**Routing congestion map**

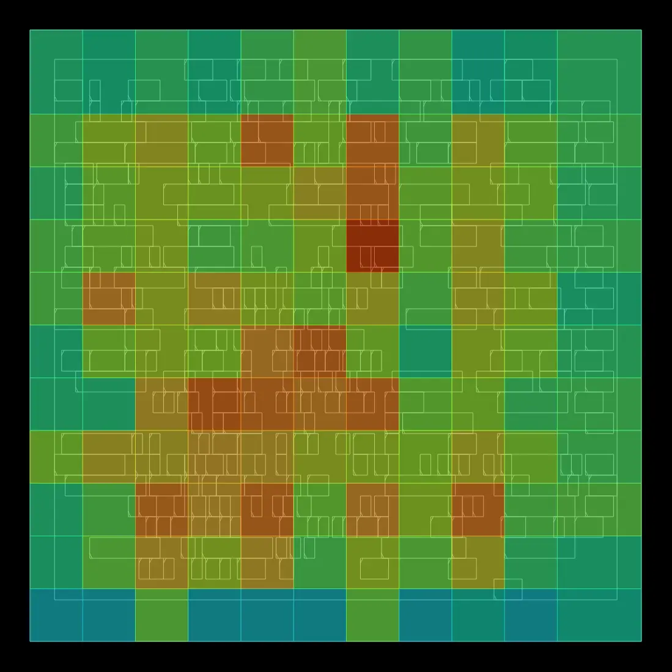
**Signal wires on met2**

Cells faint in the background.
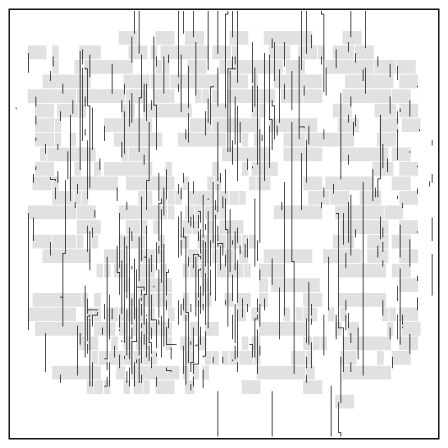
<file path="src/rtl/i2s_rx_frame_ctrl.sv">
// Stereo I2S receive sequencer: follows WS, enables the left/right receivers
// for one word each and hands the collected {left, right} pair to the mixer.
module i2s_rx_frame_ctrl #(
  parameter int BITS_PRECISION = 10
) (
  input  logic                          sck,
  input  logic                          rst,
  input  logic                          run,
  input  logic                          ws,
  output logic                          en_l,
  output logic                          en_r,
  input  logic [BITS_PRECISION-1:0]     data_l,
  input  logic                          dv_l,
  input  logic [BITS_PRECISION-1:0]     data_r,
  input  logic                          dv_r,
  output logic [2*BITS_PRECISION-1:0]   frame,
  output logic                          frame_valid,
  input  logic                          frame_ready,
  output logic                          short_err,
  output logic                          overflow,
  input  logic                          err_clr
);

  localparam int CW = (BITS_PRECISION > 1) ? $clog2(BITS_PRECISION) : 1;
  localparam logic [CW-1:0] CNT_MAX = CW'(BITS_PRECISION - 1);

  typedef enum logic [2:0] {SYNC, RX_L, WAIT_R, RX_R, WAIT_L} state_t;

  state_t                      state;
  logic                        ws_q;
  logic [CW-1:0]               cnt;
  logic [BITS_PRECISION-1:0]   l_lat;
  logic                        pend_l;
  logic                        pend_r;
  logic                        l_have;

  logic ws_edge, fall, rise;
  logic cap_l, cap_r, pair_done, ovf_set, short_set;

  assign ws_edge = ws ^ ws_q;
  assign fall    = ws_edge & ~ws;
  assign rise    = ws_edge & ws;

  // A pair only completes when its left word was actually captured, so a
  // discarded or truncated left slot can never produce a frame.
  always_comb begin
    cap_l     = run & pend_l & dv_l;
    cap_r     = run & pend_r & dv_r;
    pair_done = cap_r & l_have;
    ovf_set   = pair_done & frame_valid & ~frame_ready;
    short_set = 1'b0;
    unique case (state)
      RX_L, RX_R: short_set = ws_edge;
      WAIT_R:     short_set = fall;
      WAIT_L:     short_set = rise;
      default:    short_set = 1'b0;
    endcase
    short_set = short_set & run;
  end

  // NOTE: all state uses non-blocking assignments; later assignments in this
  // block intentionally override earlier ones (run=0 and discards win).
  always_ff @(posedge sck or posedge rst) begin
    if (rst) begin
      state  <= SYNC;
      ws_q   <= 1'b0;
      cnt    <= '0;
      en_l   <= 1'b0;
      en_r   <= 1'b0;
      // NOTE: the left-word holding register is reset too, so a frame can
      // never expose stale data from before reset.
      l_lat  <= '0;
      pend_l <= 1'b0;
      pend_r <= 1'b0;
      l_have <= 1'b0;
    end else begin
      ws_q <= ws;

      if (cap_l) begin
        l_lat  <= data_l;
        l_have <= 1'b1;
        pend_l <= 1'b0;
      end
      if (cap_r) begin
        pend_r <= 1'b0;
        l_have <= 1'b0;
      end

      if (!run) begin
        state  <= SYNC;
        en_l   <= 1'b0;
        en_r   <= 1'b0;
        pend_l <= 1'b0;
        pend_r <= 1'b0;
        l_have <= 1'b0;
      end else begin
        unique case (state)
          SYNC: begin
            if (fall) begin
              state <= RX_L; en_l <= 1'b1; cnt <= CNT_MAX; pend_l <= 1'b0;
            end
          end
          RX_L, RX_R: begin
            if (ws_edge) begin
              // Short slot: abandon the partial pair, start the new channel now.
              pend_l <= 1'b0; pend_r <= 1'b0; l_have <= 1'b0;
              cnt    <= CNT_MAX;
              en_l   <= ~ws;
              en_r   <= ws;
              state  <= ws ? RX_R : RX_L;
            end else if (cnt == '0) begin
              en_l <= 1'b0;
              en_r <= 1'b0;
              if (state == RX_L) begin
                pend_l <= 1'b1; state <= WAIT_R;
              end else begin
                pend_r <= 1'b1; state <= WAIT_L;
              end
            end else begin
              cnt <= cnt - CW'(1);
            end
          end
          WAIT_R: begin
            if (rise) begin
              state <= RX_R; en_r <= 1'b1; cnt <= CNT_MAX;
            end else if (fall) begin
              pend_l <= 1'b0; pend_r <= 1'b0; l_have <= 1'b0;
              state <= RX_L; en_l <= 1'b1; cnt <= CNT_MAX;
            end
          end
          WAIT_L: begin
            if (fall) begin
              state <= RX_L; en_l <= 1'b1; cnt <= CNT_MAX; pend_l <= 1'b0;
            end else if (rise) begin
              pend_l <= 1'b0; pend_r <= 1'b0; l_have <= 1'b0;
              state <= RX_R; en_r <= 1'b1; cnt <= CNT_MAX;
            end
          end
          default: begin
            state <= SYNC; en_l <= 1'b0; en_r <= 1'b0;
          end
        endcase
      end
    end
  end

  // Output handshake and sticky flags; a set in the same cycle as err_clr wins.
  always_ff @(posedge sck or posedge rst) begin
    if (rst) begin
      frame       <= '0;
      frame_valid <= 1'b0;
      short_err   <= 1'b0;
      overflow    <= 1'b0;
    end else begin
      if (pair_done && !ovf_set) begin
        frame       <= {l_lat, data_r};
        frame_valid <= 1'b1;
      end else if (frame_valid && frame_ready) begin
        frame_valid <= 1'b0;
      end
      short_err <= short_set | (short_err & ~err_clr);
      overflow  <= ovf_set   | (overflow  & ~err_clr);
    end
  end

endmodule

</file>
<file path="config.mk">
export PLATFORM = sky130hd
export DESIGN_NAME = i2s_rx_frame_ctrl
export DESIGN_NICKNAME = d
export VERILOG_FILES = /design/src/rtl/i2s_rx_frame_ctrl.sv
export SDC_FILE = /design/constraint.sdc
export NUM_CORES = 1
export LEC_CHECK = 0
export ABC_AREA = 1
export CAP_MARGIN = 0
export CORE_MARGIN = 3
export CORE_UTILIZATION = 40
export CTS_CLUSTER_DIAMETER = 150
export CTS_CLUSTER_SIZE = 40
export DETAILED_ROUTE_END_ITERATION = 16
export PLACE_DENSITY_LB_ADDON = 0.08
export SLEW_MARGIN = 25
export SYNTH_ARGS = -nofsm -noshare
export SYNTH_HDL_FRONTEND = slang
export SYNTH_SLANG_ARGS = --single-unit
</file>
<file path="constraint.sdc">
create_clock -name sck -period 2.1 [get_ports sck]
set_input_delay 0.42 -clock sck [delete_from_list [all_inputs] [get_ports sck]]
set_output_delay 0.42 -clock sck [all_outputs]
set_load 0.01 [all_outputs]
</file>
==> impl_metrics.json <==
{
  "critical_path_class": "primary input to register",
  "finalClockPeriodUsage": 0.869,
  "skew_ns": 0.00919,
  "setup_ws_ns": 0.275,
  "cp_data_arrival_time_ns": 2.06,
  "yosys_warnings": 0,
  "rrSetupSlack_ns": 0.51,
  "fin_util": 0.569,
  "overflow": 0,
  "maxCapViolations": 0,
  "worst_ep_required_time_ns": 2.33,
  "synthMuxAreaShare": 0.103,
  "worstMarginPinSlew_ns": 0.341,
  "root_buffer": "clkbuf_8",
  "netlist_area_um2": 2190,
  "htree_levels": 2,
  "grt_pass1_wl_um": 8150,
  "yosys_area_um2": 2190,
  "synth_cells": 243,
  "vdd.ir_drop.worst_uv": 463,
  "p_leak_uw": 0.00145,
  "antennaDiodeCount": 0,
  "ys_ff": 46,
  "dr.pass1.iters": 4,
  "r2r_cells": 6,
  "grt_pass1_vias": 1732,
  "ys_sh_simple": 0.214,
  "grt_start_max_net_pins": 33,
  "post-route-min-period_ns": 1.82,
  "clk_pin_slew_ns": 0.09,
  "io_pins": 53,
  "drtIter0Drc": 57,
  "crit_start": "ws",
  "outcome": "completed",
  "synth-xor-area-share": 0.00400,
  "worstReg2RegStart": "state[1]",
  "setup_viol": 0,
  "mostFrequentLayoutCells": "71 x nand2_1, 52 x clkdlybuf4s50_1, 46 x dfrtp_1",
  "cts_hold_buf": 0,
  "antenna_found_initial": 0,
  "die_area_um2": 6400,
  "rsz0062_at_grt": "no",
  "dp.cells": 370,
  "power.density_nw_per_um2": 721,
  "cts_tree": "built",
  "postRouteAntennaNets": 0,
  "fin_nets": 338,
  "ys_seq_frac": 0.525,
  "cts_resized": 0,
  "cpPeakStageDelay_ns": 0.52,
  "critPathCaptureType": "register",
  "aoi_share": 0.0822,
  "fmax_ghz": 0.548,
  "die_h_um": 80.0,
  "vias": 1829,
  "die_width_um": 80.0,
  "drc": 0,
  "lay_top_count": "nand2_1",
  "post_cts_buffers": 0,
  "synth_cell_type_count": 27,
  "drv_slew": 0,
  "start_kind": "primary input",
  "timing.rr.end": "pend_r",
  "min_path_type": "primary input to asynchronous set/reset pin",
  "synthAdderAreaFrac": 0.0171,
  "rows": 26,
  "dp_slack_ns": -0.0249,
  "report.final.hold_viol_count": 0,
  "ctsLongestPathBuffers": 2,
  "drive_gt1_frac": 0.153,
  "slowest_stage": "clkdlybuf4s50_1",
  "area_growth_syn_to_layout_pct": 35.1,
  "fp-utilization": 0.421,
  "avgSynthCellArea_um2": 9.02,
  "insertion_delay_ns": 0.30,
  "coreArea_um2": 5200,
  "hpwl_um": 3630,
  "cts_sinks": 46
}
-- 'routing congestion map' (at the start) --
wire per inst: 13.0 um
met1 GRT Util: 0.221
Global Route met3 Usage: 0.0361
gr usage total: 0.163
busiest grt layer: met2

-- 'signal wires on met2' (at the start) --
nets with wire on the layer: 268
wire length on this layer: 2170 um
GR met2 Demand/Resource: 0.262
Post-Route WL: 4920 um

## state kept, by name (all words and copies together) (netlist names)
name,count
state,3
l_have,1
l_lat,10
frame_valid,1
short_err,1
pend_r,1
en_l,1
cnt,4
pend_l,1
overflow,1
en_r,1
frame,20
ws_q,1
## critical path: cells and delay by family
family | cells | cell delay, ns
AND/OR/NAND/NOR | 4 | 0.48
AND-OR/OR-AND | 1 | 0.11
adder cells (fa/ha/maj) | 1 | 0.31
buffers and inverters | 3 | 0.75
## kinds of logic (layout without fill, tap and decap cells)
kind of cell | after synthesis | count (layout)
simple gates | 112 | 112
xor+xnor | 1 | 1
flops | 46 | 46
fa+ha+maj | 3 | 3
mux | 20 | 20
compound gates | 31 | 31
buf+inv | 30 | 95
## routing by layer
metal	GRT usage	part of all wire
met1	0.221	0.47
met2	0.262	0.44
met3	0.0361	0.073
met4	0.0456	0.012
met5	0	0
## cell type report
class | count | area, um^2
clock buffers | 6 | 72.6
flip-flops and latches | 46 | 1150
repair buffers | 62 | 621
well taps | 70 | 87.6
fillers | 501 | 2240
multi-input cells | 167 | 921
inverters | 25 | 93.8
clock inverters | 2 | 13.8
## where the power goes
group / total [uW] / switching [uW] / internal [uW]
clock network: 530 / 295 / 235
logic: 512 / 294 / 219
registers: 1090 / 87.0 / 1010
total: 2140 / 676 / 1460
## Yosys cell counts
cell type  number  share of area
nand2_1        71           0.12
dfrtp_1        46           0.53
inv_1          20          0.034
mux2_2         20           0.10
nor2_1         18          0.031
o21ai_0        15          0.034
nand3_1        10          0.023
buf_2           5          0.011
nand4_1         5          0.014
a21oi_1         4         0.0091
inv_2           4         0.0069
nor3_1          4         0.0091
ha_1            3          0.017
o21ai_1         3         0.0069
nand2_2         2         0.0057
o2111ai_1       2         0.0080
a21oi_2         1         0.0040
a31oi_1         1         0.0029
clkinv_1        1         0.0017
nand2_4         1         0.0051
nand3_2         1         0.0046
o21a_1          1         0.0034
o21bai_1        1         0.0034
o22ai_1         1         0.0029
o2bb2ai_1       1         0.0040
o31ai_1         1         0.0034
xnor2_1         1         0.0040
## worst min-delay path by stage
stage / from / to / slack [ns] / cells past startpoint
2_1_floorplan: l_lat[0] / l_lat[0] / 0.44 / 2
3_3_place_gp: l_lat[6] / l_lat[6] / 0.45 / 2
3_5_place_dp: l_lat[7] / l_lat[7] / 0.46 / 2
4_1_cts: rst / frame[14] / 0.39 / 2
5_1_grt: rst / frame[14] / 0.40 / 2
6_report: rst / frame[14] / 0.38 / 2
## through the flow
step | instance area [um^2] | hold slack (ns) | setup TNS, ns | power [uW]
detailed placement | 2870 | 0.459 | -0.0885 | 1620
global placement | 2870 | 0.452 | 0 | 1610
finish | 2960 | 0.382 | 0 | 2140
CTS | 2960 | 0.385 | 0 | 2160
floorplan | 2190 | 0.438 | 0 | 1430
global route | 2960 | 0.400 | 0 | 2290
Power figures rest on the tool's default switching activity, not on a simulated workload.
